## config.mk

```make
export PLATFORM = sky130hd
export DESIGN_NAME = dm_arbiter
export DESIGN_NICKNAME = d
export VERILOG_FILES = /design/src/rtl/dm_arbiter.sv
export SDC_FILE = /design/constraint.sdc
export NUM_CORES = 1
export LEC_CHECK = 0
export CAP_MARGIN = 20
export CORE_MARGIN = 2
export CORE_UTILIZATION = 41
export DETAILED_ROUTE_END_ITERATION = 8
export PLACE_DENSITY = 0.86
export SLEW_MARGIN = 20
export SYNTH_ARGS = -nofsm -noshare
export SYNTH_HDL_FRONTEND = slang
export SYNTH_SLANG_ARGS = --single-unit
```

## constraint.sdc

```tcl
create_clock -name clk_i -period 4.8 [get_ports clk_i]
set_input_delay 0.96 -clock clk_i [delete_from_list [all_inputs] [get_ports clk_i]]
set_output_delay 0.96 -clock clk_i [all_outputs]
set_load 0.02 [all_outputs]
```

## src/rtl/dm_arbiter.sv

```systemverilog
// dm_arbiter: shares the single-port data memory between the CPU datapath
// (port 0) and the host/debug port (port 1). At most one access is granted
// per cycle. Memory controls are registered. Read data returns to the
// winning port two cycles after its grant.
// Optional feature: define DM_ARB_LOCK_EN to build the lock owner and the
// LOCK_MAX burst counter. Without it the lock inputs are ignored and the
// arbiter is a plain round-robin.
module dm_arbiter #(
   parameter int DATA_W   = 32,
   parameter int ADDR_W   = 12,
   parameter int LOCK_MAX = 8
) (
   input  logic              clk_i,
   input  logic              rst_i,
   input  logic              req0_i,
   input  logic              req1_i,
   input  logic              we0_i,
   input  logic              we1_i,
   input  logic [ADDR_W-1:0] addr0_i,
   input  logic [ADDR_W-1:0] addr1_i,
   input  logic [DATA_W-1:0] wdata0_i,
   input  logic [DATA_W-1:0] wdata1_i,
   input  logic              lock0_i,
   input  logic              lock1_i,
   output logic              gnt0_o,
   output logic              gnt1_o,
   output logic              rvalid0_o,
   output logic              rvalid1_o,
   output logic [DATA_W-1:0] rdata_o,
   output logic              mem_we_o,
   output logic [ADDR_W-1:0] mem_addr_o,
   output logic [DATA_W-1:0] mem_wdata_o,
   input  logic [DATA_W-1:0] mem_rdata_i
);

   // Port that wins when both are eligible; moves to the other port on every grant.
   logic ptr;

   logic elig0;
   logic elig1;
   logic win_vld;
   logic win_id;
   logic              win_we;
   logic [ADDR_W-1:0] win_addr;
   logic [DATA_W-1:0] win_wdata;

   // Read pipeline: stage 1 follows the grant, stage 2 follows the memory read.
   logic rd1_v;
   logic rd1_id;
   logic rd2_v;
   logic rd2_id;

`ifdef DM_ARB_LOCK_EN
   localparam int CNT_W = $clog2(LOCK_MAX + 1);

   logic             own_vld;
   logic             own_id;
   logic [CNT_W-1:0] lock_cnt;
   logic             lock_hold;
   logic             lock_forced;
   logic             win_lock;

   // Ownership continues while the owner keeps both req and lock high.
   always_comb begin
      lock_hold   = 1'b0;
      lock_forced = 1'b0;
      if (own_vld) begin
         lock_hold = own_id ? (req1_i && lock1_i) : (req0_i && lock0_i);
      end
      lock_forced = lock_hold && (lock_cnt == CNT_W'(LOCK_MAX));
   end
`else
   logic unused_lock;
   localparam int unused_lock_max = LOCK_MAX;
   assign unused_lock = lock0_i ^ lock1_i;
`endif

   // Eligibility and winner selection for the access sampled at this edge.
   // NOTE: every output of a combinational block gets a default first, so no path can leave a latch behind.
   always_comb begin
      elig0 = req0_i && !gnt0_o;
      elig1 = req1_i && !gnt1_o;
`ifdef DM_ARB_LOCK_EN
      if (lock_hold && !lock_forced) begin
         elig0 = !own_id;
         elig1 = own_id;
      end else if (lock_forced) begin
         // Burst limit reached: the owner yields if the other port is waiting.
         if (own_id) begin
            elig1 = !req0_i;
         end else begin
            elig0 = !req1_i;
         end
      end
`endif
      win_vld = elig0 || elig1;
      win_id  = (elig0 && elig1) ? ptr : elig1;
   end

   // Request fields of the winning port.
   always_comb begin
      win_we    = win_id ? we1_i    : we0_i;
      win_addr  = win_id ? addr1_i  : addr0_i;
      win_wdata = win_id ? wdata1_i : wdata0_i;
`ifdef DM_ARB_LOCK_EN
      win_lock  = win_id ? lock1_i  : lock0_i;
`endif
   end

   // Grant pulses, registered memory controls and the priority pointer.
   // NOTE: state is updated with non-blocking assignments so every register samples pre-edge values.
   always_ff @(posedge clk_i or posedge rst_i) begin
      if (rst_i) begin
         gnt0_o      <= 1'b0;
         gnt1_o      <= 1'b0;
         mem_we_o    <= 1'b0;
         mem_addr_o  <= '0;
         mem_wdata_o <= '0;
         ptr         <= 1'b0;
      end else begin
         gnt0_o   <= win_vld && !win_id;
         gnt1_o   <= win_vld && win_id;
         mem_we_o <= win_vld && win_we;
         if (win_vld) begin
            mem_addr_o  <= win_addr;
            mem_wdata_o <= win_wdata;
            ptr         <= !win_id;
         end
      end
   end

   // Read return: tag reads at grant, capture memory data two cycles later.
   always_ff @(posedge clk_i or posedge rst_i) begin
      if (rst_i) begin
         rd1_v     <= 1'b0;
         rd1_id    <= 1'b0;
         rd2_v     <= 1'b0;
         rd2_id    <= 1'b0;
         rvalid0_o <= 1'b0;
         rvalid1_o <= 1'b0;
         rdata_o   <= '0;
      end else begin
         rd1_v     <= win_vld && !win_we;
         rd1_id    <= win_id;
         rd2_v     <= rd1_v;
         rd2_id    <= rd1_id;
         rvalid0_o <= rd2_v && !rd2_id;
         rvalid1_o <= rd2_v && rd2_id;
         if (rd2_v) begin
            rdata_o <= mem_rdata_i;
         end
      end
   end

`ifdef DM_ARB_LOCK_EN
   // Lock owner tracking and consecutive-grant counter.
   always_ff @(posedge clk_i or posedge rst_i) begin
      if (rst_i) begin
         own_vld  <= 1'b0;
         own_id   <= 1'b0;
         lock_cnt <= '0;
      end else if (win_vld && win_lock) begin
         if (lock_hold && !lock_forced && (win_id == own_id)) begin
            lock_cnt <= lock_cnt + 1'b1;
         end else begin
            own_vld  <= 1'b1;
            own_id   <= win_id;
            lock_cnt <= CNT_W'(1);
         end
      end else begin
         own_vld  <= 1'b0;
         lock_cnt <= '0;
      end
   end
`endif

endmodule

```

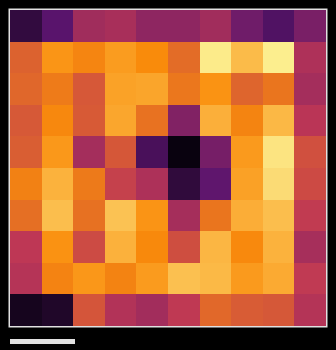
(images/cell_density.png)
The bar under the picture is 20 um long. 10 x 10 tiles, from black (low) to pale yellow (high), 0 to 100% covered.
fullest tile: 96%
mean over tiles: 61%
emptiest ninth of the die: center
tiles over 75% full: 32%
fp_density: 0.428
core box area: 8300 sq um
Final Util: 0.710

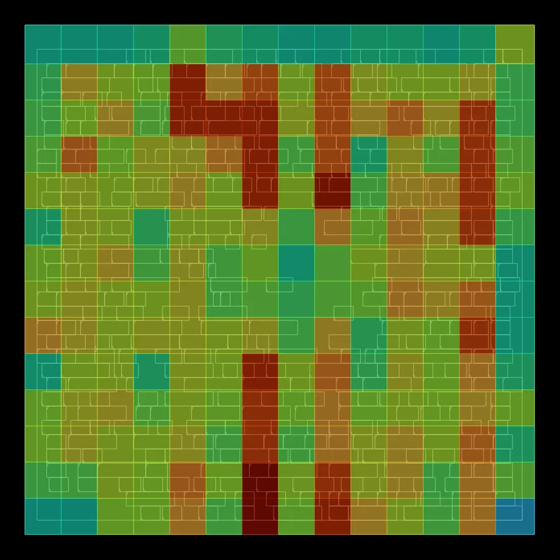
(images/congestion.png)
met1 Use GR: 0.252
GRT Total Usage: 0.217
grt met2 use: 0.369
busiest grt layer: met2
GR Util met3: 0.0676

==> impl_metrics.tcl <==
# flow metrics
set metrics [dict create \
    topCellsByArea "dfrtp_1 (61%), a221o_1 (12%), mux2_2 (10%)" \
    hold_viol 0 \
    finalNetCount 572 \
    common_cells "dfrtp_1 (86), a221o_1 (44), nor3b_1 (44)" \
    arrival_ns 3.18 \
    wl_met3_um 791 \
    grt_setup_unrepaired "false" \
    crit_top_cell "buf_4" \
    drt_first_pass_iters 4 \
    critPathTopFamily "buffers and inverters" \
    num_vias 2933 \
    wl_per_cell_um 18.5 \
    cts_resized 0 \
    sw_frac_of_total 0.315 \
    outcome "finished clean" \
    drt.antenna.violating_nets 0 \
    boundaryPins 209 \
    cpPeakStageDelay_ns 0.53 \
    drt_wl_total_um 10200 \
    numClockSinks 86 \
    reg2reg_from "gnt1_o" \
    hold_depth 0 \
]
==> logic make-up after synthesis <==
group	after synthesis	synth area share
AND/OR/NAND/NOR	49	0.105
AND-OR/OR-AND	50	0.137
flip-flops	86	0.605
multiplexers	32	0.101
buffers and inverters	28	0.0514
==> cell usage in the layout (no fill, tap or decap), drive strengths merged, types with 2 or more instances in the layout <==
master	synthesis	layout
clkdlybuf4s50	0	206
a221o	44	44
bufinv	0	3
clkbuf	1	10
a22o	2	2
nor3b	44	44
dfrtp	86	86
a21boi	3	3
mux2	32	32
inv	4	3
buf	23	6
nor2b	3	3
clkinv	0	4
==> final cells by class <==
class	instances	area [sq um]	share of cell area
sequential	86	2150	0.365
clock inverter	6	109	0.0185
tap	105	131	0.0223
inverter	4	16.3	0.00276
timing repair buffer	212	2110	0.357
multi-input combinational	131	1240	0.211
clock buffer	10	138	0.0233
==> power by group through the flow <==
| stage | sequential [mW] | clock [mW] | combinational (mW) |
|---|---|---|---|
| 5_1_grt | 1.05 | 0.664 | 1.18 |
| 3_5_place_dp | 1.04 | 0 | 1.13 |
| 4_1_cts | 1.02 | 0.623 | 1.14 |
| 6_report | 1.02 | 0.614 | 1.12 |
| 3_3_place_gp | 1.02 | 0 | 1.11 |
| 2_1_floorplan | 1.26 | 0 | 0.338 |
==> worst max path at each step <==
stage	cells after the start	end	startpoint	slack, ns
CTS	6	mem_wdata_o[17]	req1_i	1.85
finish	6	mem_addr_o[5]	req1_i	1.84
detailed placement	6	mem_wdata_o[22]	req1_i	1.48
floorplan	1	gnt0_o	rst_i	1.62
global placement	6	mem_wdata_o[17]	req1_i	1.52
global route	6	mem_wdata_o[9]	req1_i	1.72
Power is estimated from default activity; no workload was simulated.
